**src/rtl/ddr_cmd_scheduler.sv**
```systemverilog
// DDR command scheduler: round-robin arbitration between a write and a read
// requester, an open-row table for 8 banks (open-page policy), and sequencing
// of PRECHARGE / ACTIVATE / READ / WRITE with tRP, tRCD, tWR and tCCD spacing.
// All DRAM pin outputs and grants are registered.
module ddr_cmd_scheduler #(
  parameter int T_RCD = 3,
  parameter int T_RP  = 3,
  parameter int T_WR  = 4,
  parameter int T_CCD = 2
) (
  input  logic        clk,
  input  logic        areset,
  input  logic        wr_req,
  input  logic [14:0] wr_row,
  input  logic [9:0]  wr_col,
  input  logic [2:0]  wr_ba,
  input  logic        wr_ap,
  output logic        wr_gnt,
  input  logic        rd_req,
  input  logic [14:0] rd_row,
  input  logic [9:0]  rd_col,
  input  logic [2:0]  rd_ba,
  input  logic        rd_ap,
  output logic        rd_gnt,
  output logic        CS_n,
  output logic        RAS_n,
  output logic        CAS_n,
  output logic        WE_n,
  output logic [14:0] Addr_out,
  output logic [2:0]  BA_out,
  output logic        busy
);

  typedef enum logic [2:0] {
    S_IDLE, S_PRE, S_WAIT_RP, S_ACT, S_WAIT_RCD, S_CAS, S_WAIT_DONE
  } state_e;

  // {CS_n, RAS_n, CAS_n, WE_n}
  localparam logic [3:0] CMD_NOP = 4'b0111;
  localparam logic [3:0] CMD_ACT = 4'b0011;
  localparam logic [3:0] CMD_RD  = 4'b0101;
  localparam logic [3:0] CMD_WR  = 4'b0100;
  localparam logic [3:0] CMD_PRE = 4'b0010;

  // Counter must hold the longest single wait (recovery plus auto-precharge).
  localparam int CNT_MAX = ((T_WR > T_CCD) ? T_WR : T_CCD) + T_RP + T_RCD;
  localparam int CNT_W   = $clog2(CNT_MAX + 1);
  localparam logic [CNT_W-1:0] CNT_ONE = CNT_W'(1);

  state_e            state_q, state_d;
  logic [CNT_W-1:0]  cnt_q, cnt_d;
  logic              last_rd_q, last_rd_d;   // 1: read was served last
  logic [14:0]       row_q, row_d;
  logic [9:0]        col_q, col_d;
  logic [2:0]        ba_q, ba_d;
  logic              ap_q, ap_d;
  logic              is_wr_q, is_wr_d;
  logic [7:0]        open_q, open_d;
  logic [7:0][14:0]  row_tbl_q, row_tbl_d;
  logic [3:0]        cmd_q, cmd_d;
  logic [14:0]       addr_q, addr_d;
  logic [2:0]        bank_out_q, bank_out_d;
  logic              wr_gnt_q, wr_gnt_d;
  logic              rd_gnt_q, rd_gnt_d;
  logic              busy_q, busy_d;

  logic              grant_wr_s, grant_rd_s;
  logic [14:0]       sel_row_s;
  logic [9:0]        sel_col_s;
  logic [2:0]        sel_ba_s;
  logic              sel_ap_s;

  // Arbitration, next-state decision, command generation and table updates.
  always_comb begin
    state_d    = state_q;
    cnt_d      = cnt_q;
    last_rd_d  = last_rd_q;
    row_d      = row_q;
    col_d      = col_q;
    ba_d       = ba_q;
    ap_d       = ap_q;
    is_wr_d    = is_wr_q;
    open_d     = open_q;
    row_tbl_d  = row_tbl_q;
    cmd_d      = CMD_NOP;
    addr_d     = addr_q;
    bank_out_d = bank_out_q;
    wr_gnt_d   = 1'b0;
    rd_gnt_d   = 1'b0;

    // Round-robin: on contention the requester not served last wins.
    grant_wr_s = wr_req & (~rd_req | last_rd_q);
    grant_rd_s = rd_req & (~wr_req | ~last_rd_q);
    sel_row_s  = grant_wr_s ? wr_row : rd_row;
    sel_col_s  = grant_wr_s ? wr_col : rd_col;
    sel_ba_s   = grant_wr_s ? wr_ba  : rd_ba;
    sel_ap_s   = grant_wr_s ? wr_ap  : rd_ap;

    case (state_q)
      S_IDLE: begin
        if (grant_wr_s || grant_rd_s) begin
          wr_gnt_d  = grant_wr_s;
          rd_gnt_d  = grant_rd_s;
          last_rd_d = grant_rd_s;
          row_d     = sel_row_s;
          col_d     = sel_col_s;
          ba_d      = sel_ba_s;
          ap_d      = sel_ap_s;
          is_wr_d   = grant_wr_s;
          if (open_q[sel_ba_s]) begin
            state_d = (row_tbl_q[sel_ba_s] == sel_row_s) ? S_CAS : S_PRE;
          end else begin
            state_d = S_ACT;
          end
        end else begin
          state_d = S_IDLE;
        end
      end
      S_PRE: begin
        cmd_d          = CMD_PRE;
        addr_d         = 15'h0000;     // A10 low: single-bank precharge
        bank_out_d     = ba_q;
        open_d[ba_q]   = 1'b0;
        if (T_RP > 1) begin
          state_d = S_WAIT_RP;
          cnt_d   = CNT_W'(T_RP - 1);
        end else begin
          state_d = S_ACT;
        end
      end
      S_WAIT_RP: begin
        if (cnt_q == CNT_ONE) begin
          state_d = S_ACT;
        end else begin
          cnt_d = cnt_q - CNT_ONE;
        end
      end
      S_ACT: begin
        cmd_d           = CMD_ACT;
        addr_d          = row_q;
        bank_out_d      = ba_q;
        open_d[ba_q]    = 1'b1;
        row_tbl_d[ba_q] = row_q;
        if (T_RCD > 1) begin
          state_d = S_WAIT_RCD;
          cnt_d   = CNT_W'(T_RCD - 1);
        end else begin
          state_d = S_CAS;
        end
      end
      S_WAIT_RCD: begin
        if (cnt_q == CNT_ONE) begin
          state_d = S_CAS;
        end else begin
          cnt_d = cnt_q - CNT_ONE;
        end
      end
      S_CAS: begin
        cmd_d      = is_wr_q ? CMD_WR : CMD_RD;
        addr_d     = {4'b0000, ap_q, col_q};
        bank_out_d = ba_q;
        state_d    = S_WAIT_DONE;
        // Auto-precharge closes the bank and extends the recovery by tRP.
        if (ap_q) begin
          open_d[ba_q] = 1'b0;
          cnt_d = is_wr_q ? CNT_W'(T_WR + T_RP) : CNT_W'(T_CCD + T_RP);
        end else begin
          cnt_d = is_wr_q ? CNT_W'(T_WR) : CNT_W'(T_CCD);
        end
      end
      S_WAIT_DONE: begin
        if (cnt_q == CNT_ONE) begin
          state_d = S_IDLE;
        end else begin
          cnt_d = cnt_q - CNT_ONE;
        end
      end
      default: begin
        state_d = S_IDLE;
      end
    endcase

    busy_d = (state_d != S_IDLE);
  end

  // State, bank table and registered outputs with synchronous reset.
  always_ff @(posedge clk) begin
    if (areset) begin
      state_q    <= S_IDLE;
      cnt_q      <= '0;
      last_rd_q  <= 1'b1;
      row_q      <= 15'h0000;
      col_q      <= 10'h000;
      ba_q       <= 3'd0;
      ap_q       <= 1'b0;
      is_wr_q    <= 1'b0;
      open_q     <= 8'h00;
      row_tbl_q  <= '0;
      cmd_q      <= CMD_NOP;
      addr_q     <= 15'h0000;
      bank_out_q <= 3'd0;
      wr_gnt_q   <= 1'b0;
      rd_gnt_q   <= 1'b0;
      busy_q     <= 1'b0;
    end else begin
      state_q    <= state_d;
      cnt_q      <= cnt_d;
      last_rd_q  <= last_rd_d;
      row_q      <= row_d;
      col_q      <= col_d;
      ba_q       <= ba_d;
      ap_q       <= ap_d;
      is_wr_q    <= is_wr_d;
      open_q     <= open_d;
      row_tbl_q  <= row_tbl_d;
      cmd_q      <= cmd_d;
      addr_q     <= addr_d;
      bank_out_q <= bank_out_d;
      wr_gnt_q   <= wr_gnt_d;
      rd_gnt_q   <= rd_gnt_d;
      busy_q     <= busy_d;
    end
  end

  assign {CS_n, RAS_n, CAS_n, WE_n} = cmd_q;
  assign Addr_out = addr_q;
  assign BA_out   = bank_out_q;
  assign wr_gnt   = wr_gnt_q;
  assign rd_gnt   = rd_gnt_q;
  assign busy     = busy_q;

endmodule

```
**config.mk**
```make
export PLATFORM = sky130hd
export DESIGN_NAME = ddr_cmd_scheduler
export DESIGN_NICKNAME = d
export VERILOG_FILES = /design/src/rtl/ddr_cmd_scheduler.sv
export SDC_FILE = /design/constraint.sdc
export NUM_CORES = 1
export LEC_CHECK = 0
export CAP_MARGIN = 20
export CORE_MARGIN = 3
export CORE_UTILIZATION = 35
export DETAILED_ROUTE_END_ITERATION = 10
export PLACE_DENSITY = 0.57
export REMOVE_ABC_BUFFERS = 1
export SYNTH_ARGS = -nofsm -noshare
export SYNTH_HDL_FRONTEND = slang
export SYNTH_SLANG_ARGS = --single-unit
export TNS_END_PERCENT = 100
```
**constraint.sdc**
```tcl
create_clock -name clk -period 3.08 [get_ports clk]
set_input_delay 0.462 -clock clk [delete_from_list [all_inputs] [get_ports clk]]
set_output_delay 0.462 -clock clk [all_outputs]
set_load 0.03 [all_outputs]
```
Figure 1. Wires at chosen ports, followed through buffers (run 1).
Drawn at 1.5 px/µm.
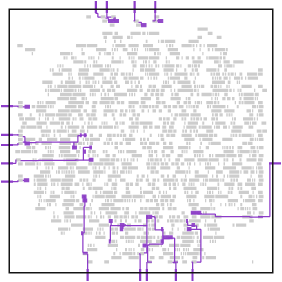
| colour | port | direction | edge | end cells | buffers | wire |
|---|---|---|---|---|---|---|
| purple | rd_row | input | 5 bottom, 5 left, 4 top, 1 right | 33 | 15 | 572 µm |

Figure 2. Sizing map (run 1).
Drawn at 3 px/µm.
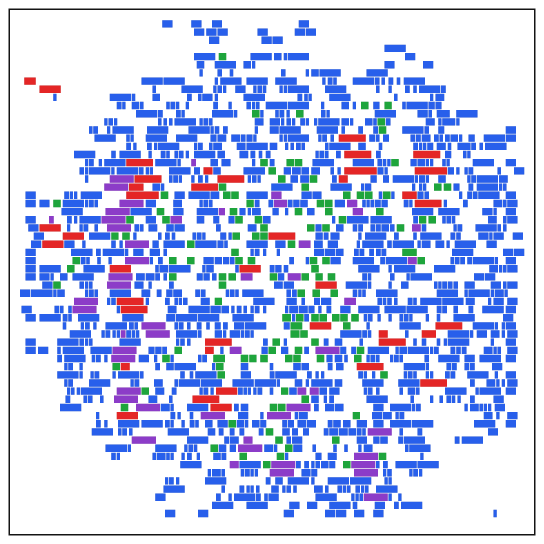
| colour | size | cells |
|---|---|---|
| green | x3 and x4 | 125 |
| red | x6 and larger | 40 |
| blue | x1 and smaller | 1174 |
| purple | x2 | 52 |
final design area excluding fillers: 0.0125 mm²
Setup WS post-layout: 224 ps
area delta synth->final: 25.8%
count of non-CTS buffers in the layout: 214

==> changes_impl.md, run 1 <==
### Implementation results

* Max-area cell share at 38.2%
* Final Setup Violations at 0
* Normalized max-slew margin at 32.1%
* Gr ovfl total at 0
* Maximum vdd drop at 0.364 mV
* Syn avg cell area at 7.96 µm²
* Place WS at -202 ps
* Static Leak at 4.49 nW
* Max-slew violations at 0
* Startpoint types: primary input
* Number of global-route vias before repair at 9045
* Port Buffers at 85
* Fin nets at 1443
* Hold Path Class: reg2reg
* Layout cell share with drive strength beyond 1 at 15.6%
* # hold bufs at CTS at 0
* CTS tree: built
* Drt first-iter violations at 945
* Reg-to-reg critical path endpoint: busy
* CTS sink count at 190
* Number of H-tree levels at 4
* OpenROAD warnings at 28
* Slowest CP cell: or4b_1
* Dominant cell by count in the synthesized netlist: nand2_1
* Crit-path cells: clkdlybuf4s50_1 > and2b_2 > o21ai_1 > nand2_1 > buf_4 > a221oi_1 > o31ai_1 > buf_4 > nor2_1 > or4b_1 > a41oi_1 > nor3_1
* Max-Cap Viols at 0
* Clk pin slew, worst setup/hold paths at 70 ps
* CTS buffer count at 17
* Highest clock rate at 350 MHz
* Flops out of synthesis at 190
* Routed Antenna Nets at 0
* Worst r2r path cells at 11
* GRT Util Overall at 23.2%
* Period utilization at 92.7%
* Top cells by count: 333 x nand2_1, 190 x dfxtp_1, 163 x a21oi_1
* Status: finished, final reports clean
* Final hold vios at 0
* Late-Pin Clk Latency at 440 ps
* Post-Syn Area at 0.00995 mm²
* Fill count at 2829
* Initial antenna violation count at 1
* Ys cells at 1251
* Pin count of the biggest net entering global routing at 175
* Least-Margin Pin Slew at 1020 ps
* EDFF count, synth at 0
* Final Power at 7.28 mW
* Post-DR wirelength/cell at 20.3 µm
* I/O pin cnt at 87
* Cell Count, Final, Fillers Out at 1769
* Gpl congestion at 0.933
* Via/cell ratio at 5.51
* RSZ-0062 raised after global routing: false
* Crit path top cell by count: buf_4
* Crit Path Category: in2reg
* Die Area at 0.0305 mm²
* Pwr dens at 582 mW/mm²
* Setup TNS at 0 ps
* Crit Path Max Fanout at 7
* Hold path start: row_tbl_q[109]
* Commonest flop: dfxtp_1
* Final worst path period need at 2860 ps
* Starting Density at 35.6%
* Worst endpoint required time at 3370 ps
* Unique masters post-synth at 74
* Ys Warns at 0
* # DRC at 0
* Final Skew at 10.1 ps
* Hold Path Depth at 2
* Global-route wire length before repair at 54600 µm
* Area leader, netlist: dfxtp_1
* Post-synthesis chip area from yosys at 0.00995 mm²
* Placed Cells at 1737
* Number of post-CTS setup repair buffers at 0
* Clock Tree Root: clkbuf_16
* Hold Path End: row_tbl_q[109]
* # resized after CTS at 0
* Detailed Routing Iterations Pass 1 at 5
* Diodes inserted at 0
* Sequential share of the synthesized area at 38.2%
* Core Box Area at 0.0279 mm²
* Final core occ at 44.8%
* Num rows at 61
* Max Buffers Root-to-Sink at 2
* Syn Inst Count at 1251
* Worst reg2reg startpoint: last_rd_q
* Crit end category: flip-flop
* Hpwl dp at 24100 µm
* Post-synth area hogs: dfxtp_1 38%, nand2_1 13%, a21oi_1 8.2%
* Reg2Reg Setup Slack at 360 ps
* CP peak stage delay at 520 ps
* Worst EP arrival at 3150 ps
* Via count at 9741
* Async SR Flop Fraction at 0%
* Overall routed net length at 35900 µm
Figure 3. Pin placement (run 1).
Drawn at 3 px/µm. Pins as bars across the die edge, other pins in grey.
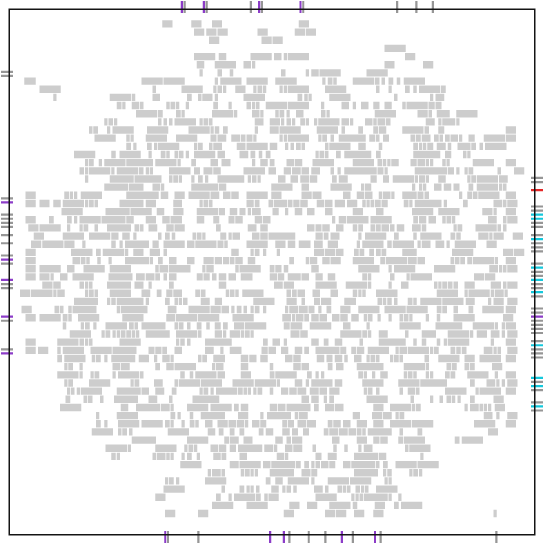
| colour | port | pins | direction | edge |
|---|---|---|---|---|
| cyan | rd_col | 10 | input | right |
| purple | rd_row | 15 | input | 5 bottom, 5 left, 4 top, 1 right |
| red | busy | 1 | output | right |
die width: 175 µm
Die Y: 175 µm

-- run 1: where the power goes --
group / total [mW] / internal, mW / leakage (nW) / switching (mW)
registers: 3.01 / 2.66 / 1.54 / 0.352
logic: 1.87 / 0.796 / 2.65 / 1.08
clock network: 2.40 / 1.36 / 0.305 / 1.04
-- run 1: sequential cells by signal (all words and copies together), names as in the netlist, named ones only --
register	count
rd_gnt	1
wr_gnt	1
is_wr_q	1
last_rd_q	1
col_q	10
cnt_q	4
ap_q	1
state_q	3
row_tbl_q	120
cmd_q	3
row_q	15
ba_q	3
busy	1
BA_out	3
Addr_out	15
-- run 1: worst max path at each step --
stage	from	end	slack (ps)	cells after the start
2_1_floorplan	wr_req	state_q[2]	70	9
3_3_place_gp	rd_req	busy	-240	12
3_5_place_dp	wr_req	busy	-200	13
4_1_cts	wr_req	busy	250	13
5_1_grt	wr_req	busy	40	13
6_report	rd_req	busy	220	12
-- run 1: logic make-up (layout without fill, tap and decap cells) --
kind of cell	after synthesis	after routing	share of synthesized area, %
and+or+nand+nor	520	520	23.1
AOI/OAI and AO/OA	329	329	20.3
DFF	190	190	38.2
buffers and inverters	120	260	5.30
muxes	68	68	10.9
xor gates and xnor gates	20	20	1.76
adders and majority gates	3	3	0.377
other	1	1	0.0377
-- run 1: per-stage QoR --
step	area, µm²	hold slack (ps)
3_3_place_gp	11900	442
3_5_place_dp	11900	443
6_report	12500	455
5_1_grt	12500	476
4_1_cts	12500	453
2_1_floorplan	9480	426
-- run 1: metal layers --
| layer | vias to the layer above | global-route usage [%] | wire length (µm) |
|---|---|---|---|
| met4 | 0 | 7.81 | 1080 |
| met1 | 4612 | 32.4 | 16200 |
| li1 | 4650 | - | - |
| met5 | - | 0 | 0 |
| met3 | 62 | 4.45 | 2790 |
| met2 | 417 | 36.0 | 15900 |
-- run 1: cells in the final DEF (no fill, tap or decap), types with 15 or more instances in the layout --
cell and n:
a211oi_1 19, a21oi_1 163, a311oi_1 18, buf_4 119, clkbuf_16 17, clkdlybuf4s50_1 83
dfxtp_1 190, mux2i_1 32, mux4_2 32, nand2_1 333, nand3_1 15, nor2_1 69
nor3_1 20, o21ai_0 42
-- run 1: area by class of cell --
type,instances,area (µm²),area share (%)
tap,378,473,3.78
sequential,190,3800,30.4
clock inverter,11,151,1.21
multi-input combinational,941,5630,45.0
inverter,14,52.6,0.420
clock buffer,21,470,3.76
timing repair buffer,214,1940,15.5
-- run 1: worst max-delay path, delay by kind of cell --
family                 cells  cell delay, ps
buffers and inverters      3             900
AOI/OAI and AO/OA          4             620
and+or+nand+nor            5            1180
--- run 2 (diff from run 1) ---
==> constraint.sdc (replaced) <==
create_clock -name clk -period 3.1 [get_ports clk]
set_input_delay 0.465 -clock clk [delete_from_list [all_inputs] [get_ports clk]]
set_output_delay 0.465 -clock clk [all_outputs]
set_load 0.03 [all_outputs]
==> changes_impl.md, run 2 <==
### Implementation results

* Top reg by flops: row_tbl_q (unchanged)
* Async SR Flop Fraction at 0% (unchanged)
* Number of global-route vias before repair at 9102 (was 9045)
* # hold bufs at CTS at 0 (unchanged)
* Area delta synth->final at 25.1% (was 25.8%)
* GRT Util Overall at 23.0% (was 23.2%)
* Max-Cap Viols at 0 (unchanged)
* Ys cells at 1251 (unchanged)
* Syn avg cell area at 7.96 µm² (unchanged)
* Fin nets at 1442 (was 1443)
* Status: finished, final reports clean (unchanged)
* Final worst path period need at 2910 ps
* Crit path top cell by count: buf_4 (unchanged)
* Final Power at 7.06 mW (was 7.28 mW)
* Reg2Reg Setup Slack at 280 ps (was 360 ps)
* Num rows at 61 (unchanged)
* CTS tree: built (unchanged)
* Clk pin slew, worst setup/hold paths at 70 ps (about the same)
* Number of H-tree levels at 4 (unchanged)
* Maximum vdd drop at 0.390 mV (was 0.364 mV)
* Via count at 9862 (was 9741)
* Pwr dens at 567 mW/mm² (was 582 mW/mm²)
* Final Skew at 7.64 ps (was 10.1 ps)
* Worst EP arrival at 3210 ps (was 3150 ps)
* Final hold vios at 0 (unchanged)
* EDFF count, synth at 0 (unchanged)
* Fill count at 2852 (was 2829)
* Overall routed net length at 35700 µm (was 35900 µm)
* Commonest flop: dfxtp_1 (unchanged)
* Gpl congestion at 0.970 (was 0.933)
* Cell Count, Final, Fillers Out at 1765 (was 1769)
* Hold path start: row_tbl_q[91] (was row_tbl_q[109])
* Placed Cells at 1736 (was 1737)
* Crit Path Max Fanout at 13 (was 7)
* Diodes inserted at 0 (unchanged)
* Normalized max-slew margin at 28.6% (was 32.1%)
* Ys Warns at 0 (unchanged)
* Highest clock rate at 343 MHz
* Final Setup Violations at 0 (unchanged)
* Global-route wire length before repair at 54400 µm (was 54600 µm)
* Max-slew violations at 0 (unchanged)
* Crit. Startpoint: rd_req (unchanged)
* CTS buffer count at 17 (unchanged)
* Dominant cell by count in the synthesized netlist: nand2_1 (unchanged)
* Sequential share of the synthesized area at 38.2% (unchanged)
* Post-synth area hogs: dfxtp_1 38%, nand2_1 13%, a21oi_1 8.2% (unchanged)
* Least-Margin Pin Slew at 1070 ps (was 1020 ps)
* Layout cell share with drive strength beyond 1 at 15.6% (about the same)
* Gr ovfl total at 0 (unchanged)
* Static Leak at 4.45 nW (was 4.49 nW)
* Clock Tree Root: clkbuf_16 (unchanged)
* Core Box Area at 0.0279 mm² (unchanged)
* Post-Syn Area at 0.00995 mm² (unchanged)
* Post-DR wirelength/cell at 20.2 µm (was 20.3 µm)
* Period utilization at 94.0%
* Via/cell ratio at 5.59 (was 5.51)
* Hold Path Class: reg2reg (unchanged)
* Number of flip-flops in the largest register at 120 (unchanged)
* Die width at 175 µm (unchanged)
* Starting Density at 35.6% (unchanged)
* Die Y at 175 µm (unchanged)
* Detailed Routing Iterations Pass 1 at 6 (was 5)
* Worst reg2reg startpoint: last_rd_q (unchanged)
* Initial antenna violation count at 1 (unchanged)
* CTS sink count at 190 (unchanged)
* Post-synthesis chip area from yosys at 0.00995 mm² (unchanged)
* Startpoint types: primary input (unchanged)
* Most instantiated logic cell after routing: nand2_1 (unchanged)
* Area leader, netlist: dfxtp_1 (unchanged)
* Crit Path Category: in2reg (unchanged)
* Unique masters post-synth at 74 (unchanged)
* Top cells by count: 333 x nand2_1, 190 x dfxtp_1, 163 x a21oi_1 (unchanged)
* OpenROAD warnings at 28 (unchanged)
* Drt first-iter violations at 1046 (was 945)
* Crit end category: flip-flop (unchanged)
* Die Area at 0.0305 mm² (unchanged)
* Top cells excl fill/tap: 332 x nand2_1, 190 x dfxtp_1, 163 x a21oi_1, 120 x buf_4, 83 x clkdlybuf4s50_1 (was 333 x nand2_1, 190 x dfxtp_1, 163 x a21oi_1, 119 x buf_4, 83 x clkdlybuf4s50_1)
* Worst endpoint required time at 3390 ps (was 3370 ps)
* Number of post-CTS setup repair buffers at 0 (unchanged)
* Late-Pin Clk Latency at 440 ps (about the same)
* Flops out of synthesis at 190 (unchanged)
* Syn Inst Count at 1251 (unchanged)
* Hpwl dp at 24100 µm (about the same)
* Max Buffers Root-to-Sink at 2 (unchanged)
* Crit-path cells: clkdlybuf4s50_1 > buf_4 > nand2b_4 > buf_4 > nand2_1 > nand2_2 > buf_4 > o221ai_1 > o31ai_2 > buf_4 > nor2_1 > or4b_1 > a41oi_1 > nor3_1 (was clkdlybuf4s50_1 > and2b_2 > o21ai_1 > nand2_1 > buf_4 > a221oi_1 > o31ai_1 > buf_4 > nor2_1 > or4b_1 > a41oi_1 > nor3_1)
* Slowest CP cell: or4b_1 (unchanged)
* CP peak stage delay at 550 ps (was 520 ps)
* Routed Antenna Nets at 0 (unchanged)
* Placed cell areas at 0.0119 mm² (about the same)
* Max-area cell share at 38.2% (unchanged)
* Pin count of the biggest net entering global routing at 175 (unchanged)
## run 2: power by group
group,internal [mW],leakage [nW],total (mW),switching [mW]
registers,2.64,1.54,2.98,0.341
logic,0.800,2.64,1.89,1.09
clock network,1.20,0.275,2.18,0.986
## run 2: cell families (layout without fill, tap and decap cells)
logic type               count (synthesis)  count (layout)  share of synthesized area [%]
other                                    1               1                         0.0377
flip-flops                             190             190                           38.2
buffers and inverters                  120             256                           5.30
adder cells (fa/ha/maj)                  3               3                          0.377
AND-OR/OR-AND                          329             329                           20.3
AND/OR/NAND/NOR                        520             520                           23.1
multiplexers                            68              68                           10.9
XOR/XNOR                                20              20                           1.76
## run 2: routing by layer
metal  part of all wire (%)  track usage (%)  vias to the layer above
li1                       -                -                     4635
met1                     46             32.6                     4742
met2                     44             34.5                      418
met3                    7.3             4.54                       67
met4                    3.1             8.91                        0
met5                      0                0                        -
## run 2: metrics by stage
stage / utilization, % / worst slack [ps] / TNS, ps / hold WS, ps
floorplan: - / 88.2 / 0 / 426
detailed placement: 42.5 / -324 / -514 / 444
CTS: 44.5 / 137 / 0 / 456
global route: 44.6 / -48.7 / -48.7 / 477
finish: 44.6 / 187 / 0 / 454
global placement: 42.5 / -378 / -573 / 442
## run 2: repair_timing
item                                    in CTS  in global routing
gates resized                                0                  5
endpoints found under the setup margin       0                  2
hold endpoints to repair                     0                  0
## run 2: cell type report
class | count | area, µm² | area share (%)
flip-flops and latches | 190 | 3800 | 30.6
well taps | 378 | 473 | 3.80
clock inverters | 10 | 118 | 0.945
inverters | 14 | 52.6 | 0.422
repair buffers | 213 | 1910 | 15.3
multi-input cells | 941 | 5650 | 45.4
clock buffers | 19 | 443 | 3.56
## run 2: critical path: cells and delay by family
family	cells	cell delay, ps
compound gates	3	440
buf+inv	5	1120
simple gates	6	1180
## run 2: final timing paths
check             endpoint  cells after the start
max reg2reg           busy                     11
max                   busy                     14
min reg2reg  row_tbl_q[91]                      2
min          row_tbl_q[91]                      2
Figure 4. Wires at chosen ports, followed through buffers (run 2).
Drawn at 1.5 px/µm.
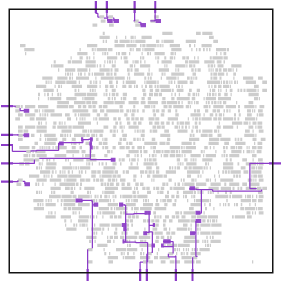
| colour | port | direction | edge | end cells | buffers | wire |
|---|---|---|---|---|---|---|
| purple | rd_row | input | 5 bottom, 5 left, 4 top, 1 right | 33 | 15 | 575 µm |
I/O pin cnt: 87
Port Buffers: 85

Figure 5. Sizing map (run 2).
Drawn at 3 px/µm.
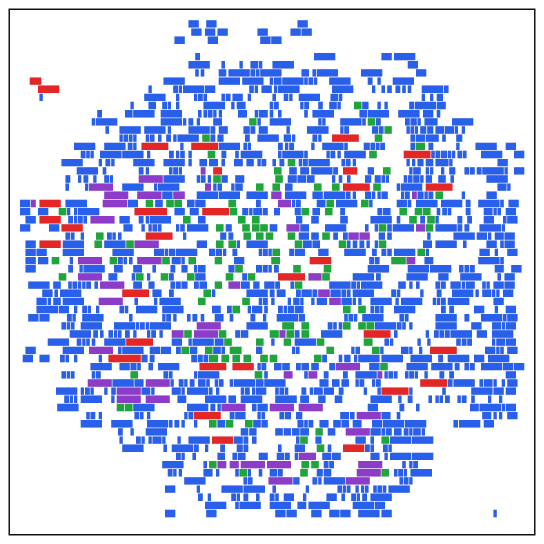
| colour | size | cells |
|---|---|---|
| blue | x1 and smaller | 1171 |
| green | x3 and x4 | 129 |
| red | x6 and larger | 31 |
| purple | x2 | 56 |
Setup WS post-layout: 187 ps
final design area excluding fillers: 0.0124 mm²
count of non-CTS buffers in the layout: 213

No activity file was given, so power comes from the tool's default toggle rates.
